Figure 1. Sequential cells coloured by netlist name (run 1).
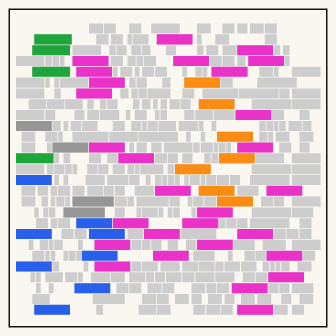
Figure 2. Track usage over the die (run 1).
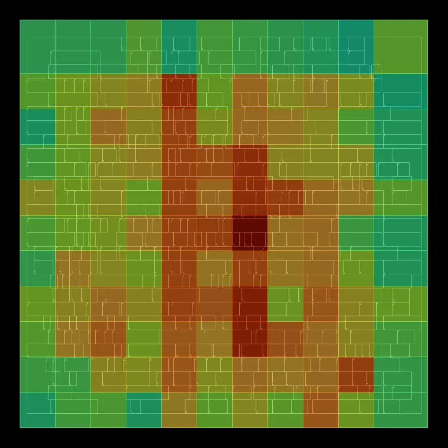
Figure 3. The metal 3 layer (run 1).
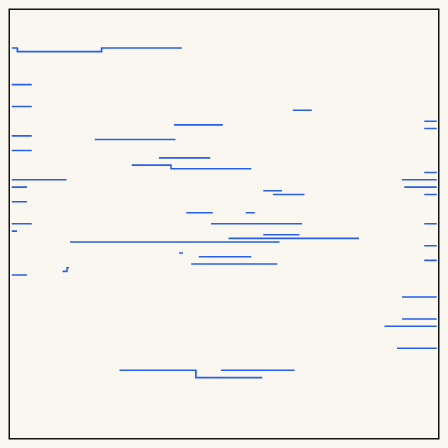
<file path="config.mk">
export PLATFORM = sky130hd
export DESIGN_NAME = led_scan_mux
export DESIGN_NICKNAME = d
export VERILOG_FILES = /design/src/rtl/led_scan_mux.sv
export SDC_FILE = /design/constraint.sdc
export NUM_CORES = 1
export LEC_CHECK = 0
export CORE_UTILIZATION = 48
export CTS_CLUSTER_SIZE = 28
export DETAILED_ROUTE_END_ITERATION = 8
export PLACE_DENSITY_LB_ADDON = 0.05
export RECOVER_POWER = 100
export SETUP_SLACK_MARGIN = 0.5
export SYNTH_ARGS = -nofsm -noshare
export SYNTH_HDL_FRONTEND = slang
export SYNTH_SLANG_ARGS = --single-unit
</file>
<file path="constraint.sdc">
create_clock -name clk -period 2.4 [get_ports clk]
set_input_delay 0.72 -clock clk [delete_from_list [all_inputs] [get_ports clk]]
set_output_delay 0.72 -clock clk [all_outputs]
set_load 0.1 [all_outputs]
</file>
<file path="src/rtl/led_scan_mux.sv">
// led_scan_mux: time-multiplexes four 7-segment vectors onto one bus.
// Blanking between digits, frame-coherent capture, leading-zero blanking.
module led_scan_mux #(
    parameter int DIGIT_CYCLES  = 250,
    parameter int DEAD_CYCLES   = 4,
    parameter bit AN_ACTIVE_LOW = 1'b1
) (
    input  logic       clk,
    input  logic       resetn,
    input  logic       EN,
    input  logic       LED_TYPE,
    input  logic       ZS,
    input  logic [6:0] LED1,
    input  logic [6:0] LED2,
    input  logic [6:0] LED3,
    input  logic [6:0] LED4,
    output logic [6:0] SEG,
    output logic [3:0] AN,
    output logic [1:0] DIGIT_IDX,
    output logic       FRAME_DONE
);

    localparam int CMAX = (DIGIT_CYCLES > DEAD_CYCLES) ?
                          DIGIT_CYCLES : DEAD_CYCLES;
    localparam int CW = (CMAX > 1) ? $clog2(CMAX) : 1;
    localparam logic [3:0] AN_OFF = AN_ACTIVE_LOW ? 4'hF : 4'h0;
    localparam logic [6:0] ZERO = 7'b1111110;

    typedef enum logic {BLANK, SHOW} state_t;

    state_t          state, state_nx;
    logic [1:0]      idx, idx_nx;
    logic [CW-1:0]   cnt, cnt_nx;
    logic [6:0]      seg_on, seg_nx;
    logic [3:0]      an_r, an_nx;
    logic            fd, fd_nx;
    logic [6:0]      shadow [4];
    logic [6:0]      shadow_nx [4];
    logic [6:0]      norm [4];
    logic [6:0]      disp [4];
    logic [3:0]      zero;
    logic [3:0]      blank;
    logic [3:0]      onehot;
    logic [3:0]      an_sel;
    logic            capture;

    // Normalise inputs, capture bypass, zero suppression and digit select.
    always_comb begin
        norm[0] = LED_TYPE ? LED1 : ~LED1;
        norm[1] = LED_TYPE ? LED2 : ~LED2;
        norm[2] = LED_TYPE ? LED3 : ~LED3;
        norm[3] = LED_TYPE ? LED4 : ~LED4;
        capture = (state == BLANK) && (idx == 2'd0);
        for (int i = 0; i < 4; i++) begin
            shadow_nx[i] = capture ? norm[i] : shadow[i];
            zero[i]      = (shadow_nx[i] == ZERO);
        end
        blank[0] = 1'b0;
        blank[3] = zero[3];
        blank[2] = zero[3] & zero[2];
        blank[1] = zero[3] & zero[2] & zero[1];
        for (int i = 0; i < 4; i++) begin
            disp[i] = (ZS && blank[i]) ? 7'd0 : shadow_nx[i];
        end
        onehot = 4'b0001 << idx;
        an_sel = AN_ACTIVE_LOW ? ~onehot : onehot;
    end

    // Next-state and registered-output logic for the scan FSM.
    always_comb begin
        state_nx = state;
        idx_nx   = idx;
        cnt_nx   = cnt;
        seg_nx   = seg_on;
        an_nx    = an_r;
        fd_nx    = 1'b0;
        if (!EN) begin
            state_nx = BLANK;
            idx_nx   = 2'd0;
            cnt_nx   = '0;
            seg_nx   = 7'd0;
            an_nx    = AN_OFF;
        end else begin
            unique case (state)
                BLANK: begin
                    an_nx  = AN_OFF;
                    seg_nx = 7'd0;
                    if (cnt == CW'(DEAD_CYCLES - 1)) begin
                        state_nx = SHOW;
                        cnt_nx   = '0;
                        an_nx    = an_sel;
                        seg_nx   = disp[idx];
                    end else begin
                        cnt_nx = cnt + 1'b1;
                    end
                end
                SHOW: begin
                    if (cnt == CW'(DIGIT_CYCLES - 1)) begin
                        state_nx = BLANK;
                        cnt_nx   = '0;
                        idx_nx   = idx + 2'd1;
                        an_nx    = AN_OFF;
                        seg_nx   = 7'd0;
                        fd_nx    = (idx == 2'd3);
                    end else begin
                        cnt_nx = cnt + 1'b1;
                    end
                end
                default: state_nx = BLANK;
            endcase
        end
    end

    // State, counters, outputs and shadow registers.
    always_ff @(posedge clk or negedge resetn) begin
        if (!resetn) begin
            state  <= BLANK;
            idx    <= 2'd0;
            cnt    <= '0;
            seg_on <= 7'd0;
            an_r   <= AN_OFF;
            fd     <= 1'b0;
            for (int i = 0; i < 4; i++) shadow[i] <= 7'd0;
        end else begin
            state  <= state_nx;
            idx    <= idx_nx;
            cnt    <= cnt_nx;
            seg_on <= seg_nx;
            an_r   <= an_nx;
            fd     <= fd_nx;
            for (int i = 0; i < 4; i++) shadow[i] <= shadow_nx[i];
        end
    end

    assign SEG        = LED_TYPE ? seg_on : ~seg_on;
    assign AN         = an_r;
    assign DIGIT_IDX  = idx;
    assign FRAME_DONE = fd;

endmodule

</file>
==> run_results.csv, run 1 <==
group,metric,value,unit
outcome,outcome,"complete, no violations",
layout,nonClockInverterCount,8,
floorplan,fp.coreArea,5640,um^2
placed_design,dp_hpwl,4970,um
job,drv.max_cap_violation_count,0,
cts,postCtsResizedCells,19,
layout,final-comb-area,1680,um^2
synthesis,post_synth_ao_oa_area_fraction,13.8,%
placed_design,routabilityCongestion,0.848,
sta,max_freq,421,MHz
sta,tightestPinTransition,0.953,ns
layout,number_of_clock_buffers_in_the_layout,7,
sta,timing.final.crit_period,2.37,ns
synthesis,synth.mux.area_fraction,5.21,%
routing,drt-initial-drc-count,159,
setup_path,criticalPathCategory,"register to register",
setup_path,critPathLaunchType,"register",
synthesis,synth-area-yosys,2880,um^2
cts,numCtsBuffers,5,
layout,area.share.combinational,39.3,%
layout,finalInstanceArea,4280,um^2
sta,largest_clock_skew_in_the_final_design,0.00802,ns
synthesis,syn_nets,319,
layout,finish.net_count,412,
synthesis,yosys_register_bits,51,
synthesis,netlist.top_cell.by_instances,"dfrtp_1",
layout,largest_register_ff_count,28,
setup_path,arr_time_crit_path,2.56,ns
setup_path,worstSetupEndpoint,"seg_on[1]$_DFFE_PN0P_",
sta,fin_worst_hold_slack,0.486,ns
sta,rsz0062_at_grt,"yes",
sta,finalHoldViolations,0,
synthesis,ys_warn_count,0,
floorplan,die.size.y,79.5,um
layout,regMostFlops,"shadow",
setup_path,worstPathBufferInverterCount,3,
power_and_ir_drop,total_power,2.14,mW
cts,post-cts-setup-buffers,10,
layout,signal_buffers,100,
job,stage_log_warnings,33,
layout,final_layout_top_logic_cell,"dfrtp_1",
power_and_ir_drop,power.internal,1.48,mW
routing,antenna_violating_nets_post_route,0,
global_routing,met1_usage_grt,30.8,%
synthesis,ys_top_logic_family,"simple AND/OR/NAND/NOR gates",
hold_path,worstHoldStart,"shadow[24]$_DFF_PN0_",
floorplan,floorplan.initialDensity,51.1,%
global_routing,grt.overflow.total,0,
layout,final_cell_count_no_fill,446,
power_and_ir_drop,power.combinational.total,0.675,mW
synthesis,synth_cells,280,
cts,cts_hold_buf,0,
global_routing,vias_in_the_first_global_route,2345,
sta,timing_max_transition_violations_final,0,
layout,lay_top_cells,"dfrtp_1, buf_4, nand2_1",
hold_path,worst_hold_path_type,"register to register",
power_and_ir_drop,total_leakage_power,1.81,nW
setup_path,crit_start,"DIGIT_IDX[1]$_DFFE_PN0P_",
routing,route.top_layer_used,"met4",
setup_path,crit_path_max_incr_delay,0.52,ns
synthesis,ys_dominant_reg_cell,"dfrtp_1",
-- Figure 1 (at the start) --
Magenta marks shadow, placed flops 28. Blue marks cnt, placed flops 8, where lower left. Orange marks seg_on, placed flops 7. Green marks AN, placed flops 4, where upper left.
Another 4 sequential cells are not coloured.
sequential cell area in the final layout: 1290 um^2
sequential power: 0.984 mW
proportion of cell area occupied by registers: 30.1%
final design utilization: 75.8%

-- Figure 2 (at the start) --
routed wire length per instance: 16.5 um
busiest metal layer after global routing: met2
grt met2 use: 42.5%
combined global-route utilization of all metal layers: 24.3%
met3 track utilization from global routing: 4.23%

-- Figure 3 (at the start) --
The layer carries 349 um of wire. The layer holds 4.7% of the routed length.

Figure 4. Metal layers overlaid (run 1).
Two of the layers only.
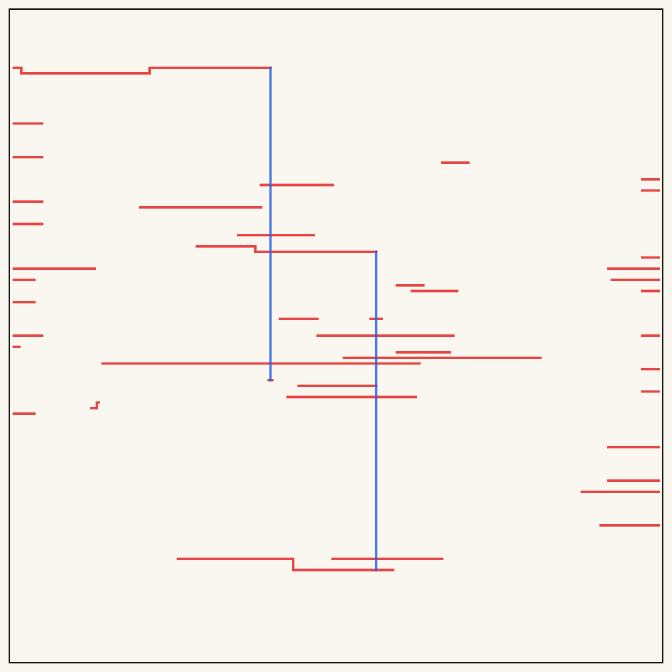

==> run 2, diff against run 1 <==
--- a/config.mk
+++ b/config.mk
@@ -11,6 +11,7 @@
 export PLACE_DENSITY_LB_ADDON = 0.05
 export RECOVER_POWER = 100
 export SETUP_SLACK_MARGIN = 0.5
+export SKIP_LAST_GASP = 1
 export SYNTH_ARGS = -nofsm -noshare
 export SYNTH_HDL_FRONTEND = slang
 export SYNTH_SLANG_ARGS = --single-unit
Figure 5. Metal layers overlaid (run 2).
Two of the layers only.
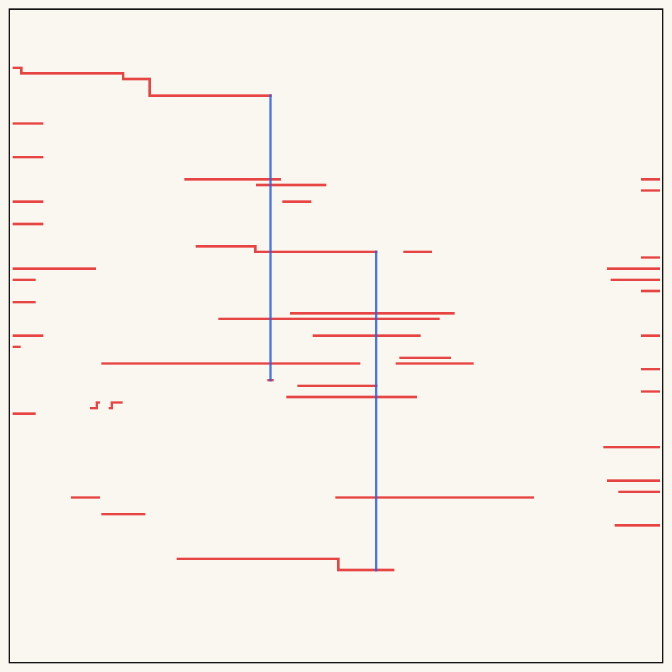
Red marks metal 3, wire length 362 um. Blue marks metal 4, wire length 73.4 um.

==> run 2 against run 1 <==
Synthesized cell count did not move. Global-route usage did not move. Die area did not move. Register-to-register slack barely moved. Non-clock buffer count did not move. Count of clock-buffer cells in the layout did not move. Via count rose by 0.37%. Clock skew rose by 0.0023 ns. Sequential share of layout area rose by 0.062 points. Final area fell by 0.20%. Critical path type unchanged. Critical endpoint unchanged. Largest cell class unchanged.
==> run_results.csv, run 2 <==
group,metric,value,unit
layout,area.share.combinational,39.4,%
routing,routedWlPerCell,16.5,um
global_routing,globalRouteMet2Util,42.5,%
global_routing,gr-max-usage-layer,"met2",
synthesis,ys_warn_count,0,
layout,seq-cell-share,30.2,%
layout,finalInstanceArea,4270,um^2
setup_path,crit_start,"DIGIT_IDX[1]$_DFFE_PN0P_",
power_and_ir_drop,power.internal,1.48,mW
global_routing,grt_use_total,24.3,%
synthesis,post_synth_ao_oa_area_fraction,13.8,%
synthesis,yosys_register_bits,51,
synthesis,syn_nets,319,
layout,number_of_clock_buffers_in_the_layout,7,
layout,finish.net_count,412,
setup_path,worstPathBufferInverterCount,3,
layout,final-comb-area,1680,um^2
power_and_ir_drop,power.combinational.total,0.673,mW
synthesis,netlist.top_cell.by_instances,"dfrtp_1",
outcome,outcome,"complete, no violations",
sta,max_freq,423,MHz
floorplan,die.size.y,79.5,um
placed_design,routabilityCongestion,0.848,
setup_path,critPathLaunchType,"register",
sta,largest_clock_skew_in_the_final_design,0.0103,ns
sta,timing.final.crit_period,2.36,ns
placed_design,dp_hpwl,4970,um
layout,final_layout_top_logic_cell,"dfrtp_1",
routing,antenna_violating_nets_post_route,0,
power_and_ir_drop,total_power,2.14,mW
floorplan,floorplan.initialDensity,51.1,%
layout,largest_register_ff_count,28,
job,stage_log_warnings,33,
global_routing,grt.overflow.total,0,
layout,signal_buffers,100,
hold_path,worst_hold_path_type,"register to register",
layout,nonClockInverterCount,8,
Power and IR drop assume default switching activity.
